**Layout detail**

Window x 202 to 227, y 160 to 185 um. Cells in gray, sequential cells in the stronger gray; small squares are vias.
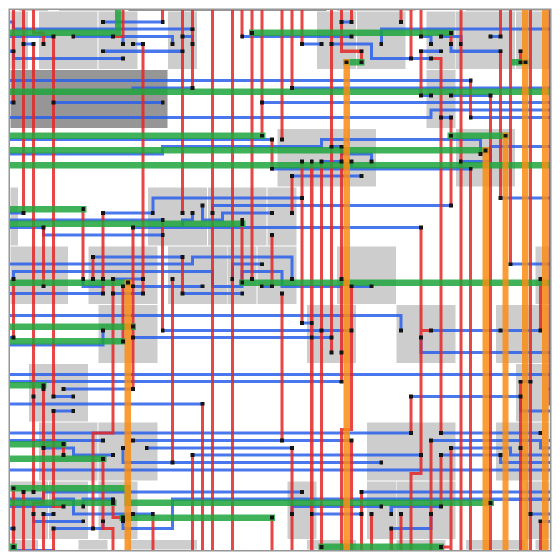
**The metal 1 layer**

Scale: 1 px per um.
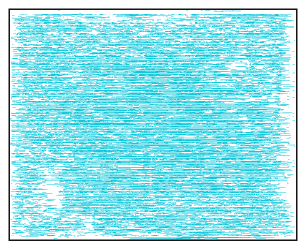
**Track usage over the die**

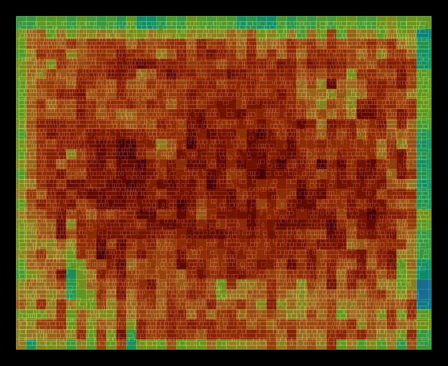
**Register map, names as in the netlist**

Scale: 1.5 px per um. Other sequential cells in the stronger gray, the rest of the logic in the fainter gray.
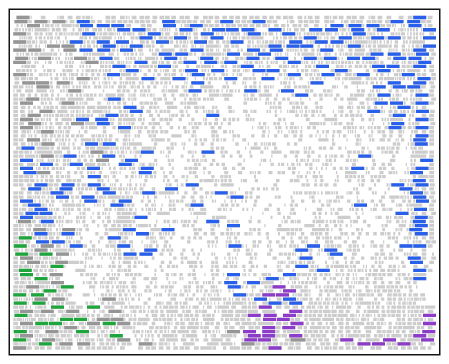
## config.mk

```make
export PLATFORM = sky130hd
export DESIGN_NAME = gfx_pixel_coalescer
export DESIGN_NICKNAME = d
export VERILOG_FILES = /design/src/rtl/gfx_pixel_coalescer.sv
export SDC_FILE = /design/constraint.sdc
export NUM_CORES = 2
export LEC_CHECK = 0
export CORE_ASPECT_RATIO = 0.8
export CORE_MARGIN = 1.5
export CORE_UTILIZATION = 45
export CTS_CLUSTER_SIZE = 28
export DETAILED_ROUTE_END_ITERATION = 10
export PLACE_DENSITY = 0.68
export SLEW_MARGIN = 30
export SYNTH_ARGS = -nofsm -noshare
export SYNTH_HDL_FRONTEND = slang
export SYNTH_SLANG_ARGS = --single-unit
export TNS_END_PERCENT = 30
```

## constraint.sdc

```tcl
create_clock -name clk_i -period 3.3 [get_ports clk_i]
set_clock_uncertainty 0.15 [all_clocks]
set_input_delay 0.66 -clock clk_i [delete_from_list [all_inputs] [get_ports clk_i]]
set_output_delay 0.66 -clock clk_i [all_outputs]
set_load 0.005 [all_outputs]
```

## src/rtl/gfx_pixel_coalescer.sv

```systemverilog
// gfx_pixel_coalescer: packs single pixel writes into one memory line and writes
// the line out with a byte-select mask.
// The line is written when the line address changes, the line fills, a flush is
// requested, or the idle timeout expires.
// Ports:
//   clk_i, rst_ni                  clock, asynchronous active-low reset
//   pix_valid_i / pix_ready_o      pixel handshake
//   pix_adr_i                      line byte address of the pixel
//   pix_mb_i                       bit offset of the pixel in the line
//   pix_color_i                    colour
//   pix_depth_i                    depth code
//   flush_i                        write the buffer out if it holds a line
//   mem_we_o / mem_ack_i           line write request, held until acknowledged
//   mem_adr_o, mem_dat_o,
//   mem_sel_o                      line address, data and byte enables
//   empty_o                        buffer and pending register empty, port idle
module gfx_pixel_coalescer #(
  parameter int MDW = 256,
  parameter int AW = 32,
  parameter bit BPP12 = 1'b0,
  parameter int TIMEOUT = 16,
  localparam int MBW = $clog2(MDW),
  localparam int SELW = MDW / 8,
  localparam int LSB = $clog2(SELW),
  localparam int CW = TIMEOUT > 1 ? $clog2(TIMEOUT) : 1
) (
  input  logic            clk_i,
  input  logic            rst_ni,
  input  logic            pix_valid_i,
  output logic            pix_ready_o,
  input  logic [AW-1:0]   pix_adr_i,
  input  logic [MBW-1:0]  pix_mb_i,
  input  logic [31:0]     pix_color_i,
  input  logic [1:0]      pix_depth_i,
  input  logic            flush_i,
  output logic            mem_we_o,
  input  logic            mem_ack_i,
  output logic [AW-1:0]   mem_adr_o,
  output logic [MDW-1:0]  mem_dat_o,
  output logic [SELW-1:0] mem_sel_o,
  output logic            empty_o
);
  typedef enum logic [1:0] {IDLE, FILL, WRITE} state_e;
  state_e state_q, state_d;
  logic [AW-1:0] adr_q, adr_d, padr_q, padr_d, line_i;
  logic [MDW-1:0] dat_q, dat_d;
  logic [SELW-1:0] sel_q, sel_d;
  logic [CW-1:0] cnt_q, cnt_d;
  logic pv_q, pv_d;
  logic [MBW-1:0] pmb_q, pmb_d;
  logic [31:0] pcol_q, pcol_d;
  logic [1:0] pdep_q, pdep_d;
  logic acc, same, tmo;
  // Returns {data, sel} with one pixel merged; anything shifted past the line is dropped.
  function automatic logic [MDW+SELW-1:0] merge(input logic [MDW-1:0] d, input logic [SELW-1:0] s,
      input logic [MBW-1:0] mb, input logic [31:0] c, input logic [1:0] dep);
    logic [31:0] m;
    logic [3:0] bm;
    m = dep == 2'd0 ? 32'hFF : dep == 2'd1 ? (BPP12 ? 32'hFFF : 32'hFFFF) :
        dep == 2'd2 ? 32'hFF_FFFF : 32'hFFFF_FFFF;
    bm = dep == 2'd0 ? 4'h1 : dep == 2'd1 ? 4'h3 : dep == 2'd2 ? 4'h7 : 4'hF;
    return {(d & ~(MDW'(m) << mb)) | (MDW'(c & m) << mb),
            (BPP12 && dep == 2'd1) ? {SELW{1'b1}} : s | (SELW'(bm) << mb[MBW-1:3])};
  endfunction
  assign pix_ready_o = state_q != WRITE;
  assign mem_we_o = state_q == WRITE;
  assign empty_o = state_q == IDLE;
  assign mem_adr_o = adr_q;
  assign mem_dat_o = dat_q;
  assign mem_sel_o = sel_q;
  assign acc = pix_valid_i && pix_ready_o;
  assign line_i = (pix_adr_i >> LSB) << LSB;
  assign same = (pix_adr_i >> LSB) == (adr_q >> LSB);
  assign tmo = TIMEOUT != 0 && cnt_q == CW'(TIMEOUT - 1);
  always_comb begin
    state_d = state_q;
    adr_d = adr_q;
    dat_d = dat_q;
    sel_d = sel_q;
    cnt_d = cnt_q;
    pv_d = pv_q;
    padr_d = padr_q;
    pmb_d = pmb_q;
    pcol_d = pcol_q;
    pdep_d = pdep_q;
    if (state_q == IDLE) begin
      if (acc) begin
        adr_d = line_i;
        {dat_d, sel_d} = merge('0, '0, pix_mb_i, pix_color_i, pix_depth_i);
        cnt_d = '0;
        state_d = &sel_d ? WRITE : FILL;
      end
    end else if (state_q == FILL) begin
      if (acc && same) {dat_d, sel_d} = merge(dat_q, sel_q, pix_mb_i, pix_color_i, pix_depth_i);
      if (acc && !same) begin
        pv_d = 1'b1;
        padr_d = line_i;
        pmb_d = pix_mb_i;
        pcol_d = pix_color_i;
        pdep_d = pix_depth_i;
      end
      cnt_d = acc ? '0 : cnt_q + 1'b1;
      if ((acc && !same) || flush_i || tmo || &sel_d) state_d = WRITE;
    end else if (mem_ack_i) begin
      dat_d = '0;
      sel_d = '0;
      state_d = IDLE;
      // The pending pixel starts the next line; a flush does not apply to it this cycle.
      if (pv_q) begin
        pv_d = 1'b0;
        adr_d = padr_q;
        {dat_d, sel_d} = merge('0, '0, pmb_q, pcol_q, pdep_q);
        cnt_d = '0;
        state_d = &sel_d ? WRITE : FILL;
      end
    end
  end
  always_ff @(posedge clk_i or negedge rst_ni)
    if (!rst_ni) begin
      state_q <= IDLE;
      adr_q <= '0;
      dat_q <= '0;
      sel_q <= '0;
      cnt_q <= '0;
      pv_q <= 1'b0;
      padr_q <= '0;
      pmb_q <= '0;
      pcol_q <= '0;
      pdep_q <= '0;
    end else begin
      state_q <= state_d;
      adr_q <= adr_d;
      dat_q <= dat_d;
      sel_q <= sel_d;
      cnt_q <= cnt_d;
      pv_q <= pv_d;
      padr_q <= padr_d;
      pmb_q <= pmb_d;
      pcol_q <= pcol_d;
      pdep_q <= pdep_d;
    end
endmodule
```

==> job_summary.md <==
### Metrics collected by this job

| Metric | Value |
|---|---|
| Flops out of synthesis | 391 |
| Flop pwr share | 22.3% |
| Fin. Hold Viols | 11 |
| Top sig layer | met5 |
| Post-route setup slack | -0.1236 ns |
| Outcome | complete, but fails checks |
| Design Area, Final | 41,550 sq um |
| Yosys top cell area share | 33.93% |
| Top post-synthesis cells by area | dfrtp_1 34%, nand2_1 6.6%, a21oi_1 6.0% |
| Peak VDD IR | 788.1 uV |
| CP endpoint | mem_dat_o[138] |
| Synth Flop Type | dfrtp_1 |
| Chip area line of the yosys report | 28,830 sq um |
| Adder Area Share | 0.1475% |
| Violated checks | hold timing, setup timing |
| Cts bufs inserted | 43 |
| Critical path class | flop to flop |
| Met3 routed WL | 35.47 mm |
| Comb group | 25,500 uW |
| Most used cell, CP | a21oi_1 |
| Die ar. | 65,610 sq um |
| First-pass GRT wire length | 265.1 mm |
| Area grow syn2layout | 44.09% |
| Log Warnings | 32 |
| WL/cell | 34.78 um |
| Synth Seq Share | 33.93% |
| Clk buf depth | 3 |
| Metal2 WL | 70.54 mm |
| P_int | 20,070 uW |
| H-tree depth | 2 |
| P per Cell Area | 958.1 nW/um^2 |
| Overall routing resource usage | 55.98% |
| Total Power | 39,800 uW |
| Final setup viols | 6 |
| DP Worst Slack | -0.6275 ns |
| # rows | 82 |
| Reg2Reg Depth | 9 |
| Final wirelength | 190.1 mm |
| Slew HR | 34.47% |
| Hold WS | -0.01400 ns |
| Sw Pwr | 19,730 uW |
| Mux cell area share | 9.486% |
| Worst Hold Class | primary input to asynchronous set/reset pin |
| Die Ht | 229.4 um |
| CP Launch Type | flop |
| Stages on the worst setup path | 9 |
## Picture notes: 'layout detail'
Green shows metal 3. Red shows metal 2. Orange shows metal 4. Blue shows metal 1.
Netlist names of flops here include mem_dat_o (1). Most frequent: buf_4 (11), nor2_1 (5), nand2_1 (3). Sequential cells in the window: 1. 36 logic cells have their middle in the window.

## Picture notes: 'the metal 1 layer'
The layer holds 36% of the routed length. The wires run mostly horizontal. The layer carries 68.3 mm of wire. 4,367 nets have wire on it. The longest straight run is 83.7 um.

## Picture notes: 'track usage over the die'
Final Util: 65.95%
Top Usage Layer GRT: met2
met3 usage: 30.52%
GRT met1 Usage: 71.18%

## Picture notes: 'register map, names as in the netlist'
Purple shows pcol_q, flops 32. Green shows padr_q, flops 27, where south-west. Blue shows mem_dat_o, flops 256, where spread over the die.
Another 76 sequential cells are not colored.

[state kept, by name, summed over array words and instances (netlist names)]
name	cells
state_q	2
mem_dat_o	256
mem_sel_o	32
mem_adr_o	27
cnt_q	4
pcol_q	32
padr_q	27
pdep_q	2
pv_q	1
pmb_q	8
[metrics by stage]
| step | setup TNS [ns] | instances |
|---|---|---|
| 3_5_place_dp | -133.54 | 5381 |
| 2_1_floorplan | 0 | 3591 |
| 5_1_grt | -0.7669 | 5462 |
| 6_report | -0.3496 | 5466 |
| 3_3_place_gp | -140.87 | 5381 |
| 4_1_cts | 0 | 5457 |
[timing repair]
action                     4_1_cts  5_1_grt
setup endpoints to repair        9      142
gates cloned                     0        0
resized                          2       33
pin swaps                        1        8
setup buffers                    0        5
[layout make-up]
| type | instances | area [sq um] | share of cell area [%] |
|---|---|---|---|
| clock buffer | 52 | 1191 | 2.867 |
| tap | 840 | 1051 | 2.530 |
| multi-input combinational | 2849 | 17720 | 42.66 |
| sequential | 391 | 9791 | 23.57 |
| clock inverter | 24 | 346.6 | 0.8342 |
| inverter | 22 | 86.33 | 0.2078 |
| timing repair buffer | 1284 | 11350 | 27.31 |
| antenna | 4 | 10.01 | 0.02409 |
[cells in the mapped netlist, types with 18 or more instances]
master    instances
nand2b_1         19
xor2_1           27
a32oi_1          22
o22ai_1         125
a221o_1          20
mux2_2          108
nand2_1         506
nor2_1          302
and2_1           28
o21a_1           42
buf_2            70
dfrtp_1         391
a22oi_1         114
inv_1            18
a221oi_1         54
nand3_1          64
o22a_1           36
buf_1            38
a22o_1           31
a21oi_1         346
o21ai_1          33
a31oi_1          76
o211ai_1         74
clkbuf_1        201
mux4_2           28
mux2i_1          78
o221ai_1         35
nor3_1           58
o21ai_0         342
Power and IR drop assume default switching activity.
